File: config.mk
export PLATFORM = sky130hd
export DESIGN_NAME = alu_seq
export DESIGN_NICKNAME = d
export VERILOG_FILES = /design/src/rtl/alu_seq.sv
export SDC_FILE = /design/constraint.sdc
export NUM_CORES = 1
export LEC_CHECK = 0
export CAP_MARGIN = 20
export CORE_UTILIZATION = 56
export CTS_CLUSTER_DIAMETER = 100
export DETAILED_ROUTE_END_ITERATION = 6
export GPL_ROUTABILITY_DRIVEN = 0
export GPL_TIMING_DRIVEN = 0
export PLACE_DENSITY = 0.85
export SLEW_MARGIN = 20
export SYNTH_ARGS = -nofsm -noshare
export SYNTH_HDL_FRONTEND = slang
export SYNTH_SLANG_ARGS = --single-unit
File: constraint.sdc
create_clock -name clk -period 3.2 [get_ports clk]
set_clock_uncertainty 0.15 [all_clocks]
set_input_delay 0.64 -clock clk [delete_from_list [all_inputs] [get_ports clk]]
set_output_delay 0.64 -clock clk [all_outputs]
set_load 0.02 [all_outputs]
File: src/rtl/alu_seq.sv
// alu_seq: registered eight-operation ALU with button-stepped op select.
// Rising edges on btn_up/btn_down step op_led, which saturates at 0 and 7.
// An in_valid beat is evaluated with the op select as it was at the start
// of the cycle. The result and flags appear one cycle later with a one-cycle
// out_valid pulse.
module alu_seq #(
  parameter int WIDTH = 4
) (
  input  logic             clk,
  input  logic             rst,
  input  logic             btn_up,
  input  logic             btn_down,
  input  logic             in_valid,
  input  logic [WIDTH-1:0] a,
  input  logic [WIDTH-1:0] b,
  output logic [2:0]       op_led,
  output logic [WIDTH-1:0] result,
  output logic             carry,
  output logic             zero,
  output logic             overflow,
  output logic             out_valid
);

  typedef enum logic [2:0] {
    OP_ADD = 3'd0,
    OP_SUB = 3'd1,
    OP_NOT = 3'd2,
    OP_AND = 3'd3,
    OP_OR  = 3'd4,
    OP_XOR = 3'd5,
    OP_SLT = 3'd6,
    OP_EQ  = 3'd7
  } op_e;

  localparam int MSB = WIDTH - 1;

  logic             r_up_q, r_dn_q;
  logic [2:0]       r_op;
  logic [WIDTH-1:0] r_result;
  logic             r_carry, r_zero, r_overflow, r_out_valid;

  logic             w_up_edge, w_dn_edge;
  logic [WIDTH:0]   w_sum, w_diff;
  logic [WIDTH-1:0] w_res;
  logic             w_c, w_v;

  assign w_up_edge = btn_up   & ~r_up_q;
  assign w_dn_edge = btn_down & ~r_dn_q;

  // Both sums carry one extra bit so the carry-out falls out of the add.
  // The subtract is a + ~b + 1, so its carry-out means "no borrow".
  assign w_sum  = {1'b0, a} + {1'b0, b};
  assign w_diff = {1'b0, a} + {1'b0, ~b} + {{WIDTH{1'b0}}, 1'b1};

  // Operation decode. Only ADD and SUB produce carry and overflow.
  always_comb begin
    w_res = '0;
    w_c   = 1'b0;
    w_v   = 1'b0;
    case (op_e'(r_op))
      OP_ADD: begin
        w_res = w_sum[MSB:0];
        w_c   = w_sum[WIDTH];
        w_v   = (a[MSB] == b[MSB]) && (w_sum[MSB] != a[MSB]);
      end
      OP_SUB: begin
        w_res = w_diff[MSB:0];
        w_c   = w_diff[WIDTH];
        w_v   = (a[MSB] != b[MSB]) && (w_diff[MSB] != a[MSB]);
      end
      OP_NOT: w_res = ~a;
      OP_AND: w_res = a & b;
      OP_OR:  w_res = a | b;
      OP_XOR: w_res = a ^ b;
      OP_SLT: w_res = {{(WIDTH-1){1'b0}}, ($signed(a) < $signed(b))};
      OP_EQ:  w_res = {{(WIDTH-1){1'b0}}, (a == b)};
      default: w_res = '0;
    endcase
  end

  // Button history and saturating op select. The history resets to 1 so a
  // button that is held through reset release does not count as an edge.
  always_ff @(posedge clk) begin
    if (rst) begin
      r_up_q <= 1'b1;
      r_dn_q <= 1'b1;
      r_op   <= 3'd0;
    end else begin
      r_up_q <= btn_up;
      r_dn_q <= btn_down;
      if (w_up_edge && !w_dn_edge && r_op != 3'd7)
        r_op <= r_op + 3'd1;
      else if (w_dn_edge && !w_up_edge && r_op != 3'd0)
        r_op <= r_op - 3'd1;
    end
  end

  // Result and flag registers. They load only on in_valid and otherwise
  // hold their values. out_valid marks the cycle after a load.
  always_ff @(posedge clk) begin
    if (rst) begin
      r_result    <= '0;
      r_carry     <= 1'b0;
      r_zero      <= 1'b0;
      r_overflow  <= 1'b0;
      r_out_valid <= 1'b0;
    end else begin
      r_out_valid <= in_valid;
      if (in_valid) begin
        r_result   <= w_res;
        r_carry    <= w_c;
        r_zero     <= (w_res == '0);
        r_overflow <= w_v;
      end
    end
  end

  assign op_led    = r_op;
  assign result    = r_result;
  assign carry     = r_carry;
  assign zero      = r_zero;
  assign overflow  = r_overflow;
  assign out_valid = r_out_valid;

endmodule

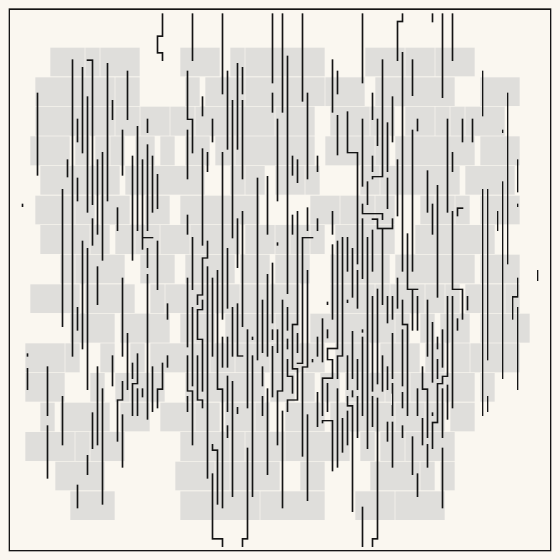
Run 1: met2 routing
nets with wire on the layer: 175
wire length on this layer: 1410 um
main direction: vertical
share of all routed wire: 50%
longest straight run: 27.2 um

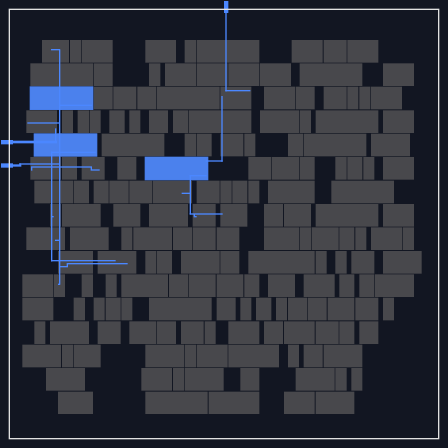
Run 1: I/O nets highlighted
legend:
  op_led:
    colour: blue
    bits: 3
    direction: output
    end_cells: 3
    buffers: 3
    wire: 122 um

==> impl_metrics.json, run 1 <==
{
  "reg2reg_depth": 8,
  "synth.area.top_cells": "dfxtp_1 (20%), ha_1 (19%), inv_1 (5.3%)",
  "cp.arrival_ps": 2810,
  "diodes": 0,
  "root_buffer": "clkbuf_4",
  "critPathMaxFanout": 3,
  "synthTopCellsByCount": "ha_1 (19), inv_1 (18), dfxtp_1 (13)",
  "rsz0062_at_grt": "no",
  "cellLeakagePower_nw": 0.678,
  "required_ps": 3230,
  "grtUsageMet3_pct": 6.79,
  "fp_util_pct": 62.3,
  "synth-warning-count": 0,
  "maxUsedRoutingLayer": "met4",
  "wl_met1_um": 1210,
  "fin_crit_sh_pct": 86.8,
  "drc": 0,
  "setup_ws_ps": 421,
  "wl_per_cell_um": 14.0,
  "topCombFamilyByArea": "simple AND/OR/NAND/NOR gates",
  "p_comb_uw": 219,
  "outcome": "finished clean",
  "fp.dieH_um": 49.7,
  "instances_no_fill": 203,
  "cts_setup_buffers": 0,
  "fmax_mhz": 360,
  "port_buffers": 23,
  "synth_cells": 149,
  "p_total_uw": 501,
  "clkPwrFrac_pct": 20.0,
  "crit_cells": 9,
  "clkLatencyLatePin_ps": 270,
  "htreeDepth": 1,
  "grt_pass1_wl_um": 4950,
  "r2r_slack_ps": 1070,
  "crit_path_end_kind": "register",
  "ys_sh_adder_pct": 21.8,
  "crit_path_cell_trace": "clkdlybuf4s50_1 > inv_1 > ha_1 > fa_1 > o21bai_1 > nor3_1 > o211ai_1 > nand4_1 > o211a_1",
  "grt_antenna_before_repair": 0,
  "placed_cell_area_mm2": 0.00154,
  "die_area_mm2": 0.00247,
  "xor_share_pct": 2.06,
  "wl_met2_um": 1410,
  "layout_min_cycle_time_ps": 2780,
  "crit_slowest_cell": "clkdlybuf4s50_1"
}
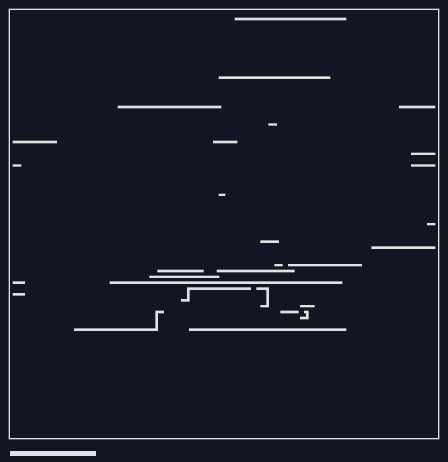
Run 1: the metal 3 layer
The bar under the picture is 10 um long.
nets with wire on the layer: 24
wire length on this layer: 172 um

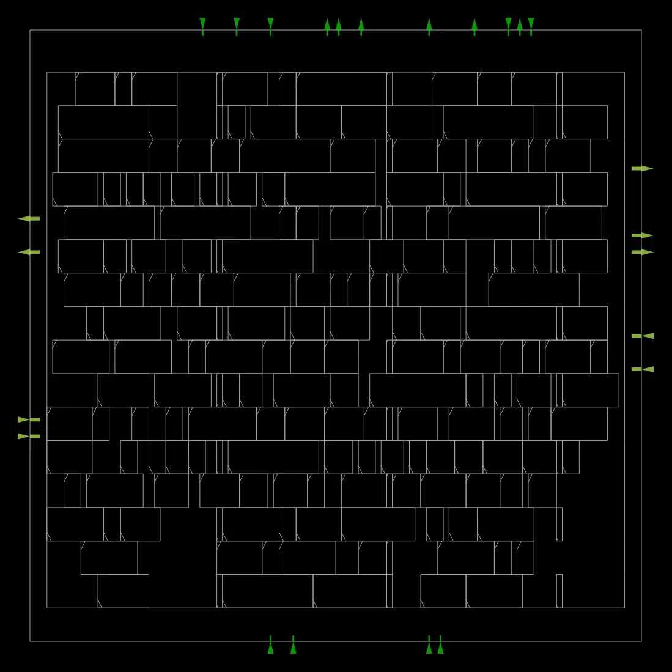
Run 1: cell outlines without signal wires
Rows: 16
final-layout fill cell count: 159
Seq cells: 13
Final Util: 76.5%
Core Region: 0.00204 mm2

-- run 1: cells in the final DEF, fill, tap and decap left out, drive strengths merged, types with 2 or more instances in the layout --
cell type	instances
a221oi	3
nand2	12
inv	18
nand3	5
o211ai	4
nand2b	5
a21oi	7
dfxtp	13
fa	2
xnor2	3
clkbuf	5
buf	4
a211oi	4
o21ai	4
or2	3
o221ai	2
and2	2
ha	19
nand4	2
nor4	2
o21a	2
nor3	5
nor2	10
clkdlybuf4s50	23
nor2b	4
-- run 1: final cells by class --
type	count	area, um2	area share, %
multi-input cells	113	906	58.0
flip-flops and latches	13	260	16.7
repair buffers	23	230	14.7
inverters	18	67.6	4.32
plain buffers	5	38.8	2.48
well taps	27	33.8	2.16
clock buffers	4	26.3	1.68
Run 1, cell classes on the final placement:
Fill, decap, tap and diode cells in grey.
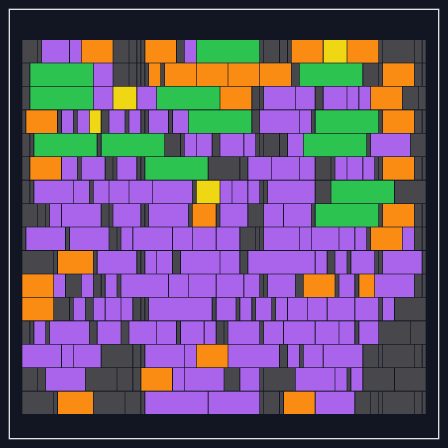

==> run 2: changes to the inputs <==
ABC_AREA = 0   (was default)
CORE_UTILIZATION = 45   (was 56)
PLACE_DENSITY = 0.71   (was 0.85)
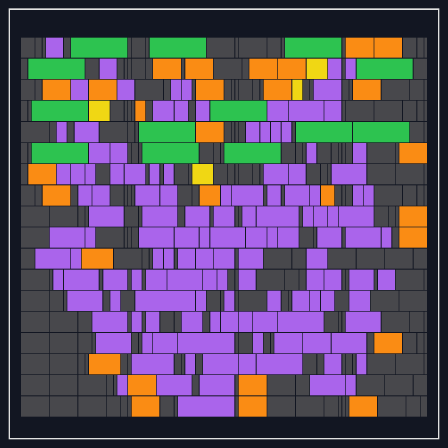
Run 2: cell classes on the final placement
Fill, decap, tap and diode cells in grey.
legend:
  combinational and other logic:
    colour: purple
    cells: 131
    share_of_their_area: 64%
  other buffers and delay cells:
    colour: orange
    cells: 28
    share_of_their_area: 18%
  clock drivers and dummy loads:
    colour: yellow
    cells: 4
    share_of_their_area: 1.7%
  flops:
    colour: green
    cells: 13
    share_of_their_area: 17%
Seq area share: 16.6%
Final Util: 61.0%
Final Cell Area: 0.00157 mm2
Core Region: 0.00257 mm2

==> impl_metrics.json, run 2 <==
{
  "outcome": "finished clean",
  "critPathLaunch": "a[0]",
  "regArea_um2": 260,
  "cts_tree": "done",
  "p_total_uw": 503,
  "clkCellAreaFrac_pct": 1.68,
  "r2r_slack_ps": 1080,
  "yosys_cells": 149,
  "drive_gt1_share_pct": 12.5,
  "warnings": 39,
  "setup_ws_ps": 413,
  "fp_util_pct": 49.6,
  "slowest_delay_ps": 510,
  "crit_path_cell_trace": "clkdlybuf4s50_1 > inv_1 > ha_1 > fa_1 > o21bai_1 > nor3_1 > o211ai_1 > nand4_1 > o211a_1",
  "final_antenna_net_count": 0,
  "path_delay_family": "adder cells",
  "inv_count": 18,
  "synthArstFlopShare_pct": 0,
  "layout_min_cycle_time_ps": 2790,
  "post-dp-hpwl_um": 2400,
  "lay_top_cells": "clkdlybuf4s50_1 (23), ha_1 (19), inv_1 (18)",
  "grt_max_degree": 11,
  "root_buffer": "clkbuf_4",
  "mostFrequentLayoutCell": "clkdlybuf4s50_1",
  "die_w_um": 55.2,
  "die_area_mm2": 0.00304,
  "diodes": 0,
  "tap_cells": 30,
  "drt_iter0_drc": 36,
  "first_pass_iters": 4,
  "reg2reg_depth": 8,
  "fmax_mhz": 359,
  "comb-cell-share_pct": 57.8,
  "rr_endpoint": "zero",
  "num-nonclk-buffers": 28,
  "cp.arrival_ps": 2820,
  "finalHoldViolCount": 0,
  "synth-warning-count": 0,
  "synth_cells": 149,
  "bufAreaShareNonClock_pct": 17.2,
  "avgSynthCellArea_um2": 8.54,
  "comb.multi_input.count": 113,
  "fin_crit_sh_pct": 87.1,
  "dp.cells": 202,
  "synth.area.top_cells": "dfxtp_1 (20%), ha_1 (19%), inv_1 (5.3%)",
  "n_clock_buffer": 4,
  "htreeDepth": 1,
  "setup_tns_ps": 0,
  "ff_count": 13,
  "crit_slowest_cell": "clkdlybuf4s50_1",
  "path_clk_slew_ps": 80,
  "placed_cell_area_mm2": 0.00154,
  "ys_area_mm2": 0.00127,
  "port_buffers": 23,
  "critPathMaxFanout": 3,
  "grt_pass1_vias": 1086,
  "postCtsResizedCells": 0,
  "power_density_mw_per_mm2": 321,
  "grt_pass1_wl_um": 4710,
  "rsz0062_at_grt": "no",
  "logic_area_um2": 906,
  "top_cell": "ha_1",
  "synthTopCellsByCount": "ha_1 (19), inv_1 (18), dfxtp_1 (13)",
  "num_rows": 18,
  "edf_count": 0,
  "startpoint_type": "input port",
  "largest_cell_class": "combinational gates",
  "clkLatencyLatePin_ps": 280,
  "cts_setup_buffers": 0,
  "fp.dieH_um": 55.2,
  "instances_no_fill": 206,
  "ctsHoldBuffers": 0,
  "clock_sinks": 13,
  "cellLeakagePower_nw": 0.678,
  "syn-cell-area_mm2": 0.00127,
  "top_area_cell": "dfxtp_1",
  "crit_cells": 9,
  "crit_path_end_kind": "register",
  "wl_per_cell_um": 14.1,
  "synth_nets": 183,
  "gr-usage-all-layers_pct": 22.0,
  "io_pins": 24,
  "endpoint": "result[0]",
  "grt_antenna_before_repair": 0,
  "hold_path_class": "register to register",
  "drc": 0,
  "setup.worst_path.class": "input port to register",
  "fillers": 236,
  "required_ps": 3230
}
run 2: power breakdown:
group	internal (mW)	switching (mW)	leakage, nW	total (mW)
combinational	0.101	0.118	0.556	0.220
clock	0.0484	0.0535	0.0150	0.102
sequential	0.174	0.00739	0.107	0.182
run 2: routing by layer:
metal  wire length (um)  track usage, %
met1               1280            28.2
met2               1420            35.5
met3                171            6.01
met4                 31            7.08
met5                  0               0
run 2: cell families after synthesis:
| logic type | synth area share (%) |
|---|---|
| xor gates and xnor gates | 2.07 |
| buffers and inverters | 8.36 |
| and+or+nand+nor | 24.4 |
| adders and majority gates | 21.8 |
| DFF | 20.5 |
| AOI/OAI and AO/OA | 22.9 |
Power figures rest on the tool's default switching activity, not on a simulated workload.
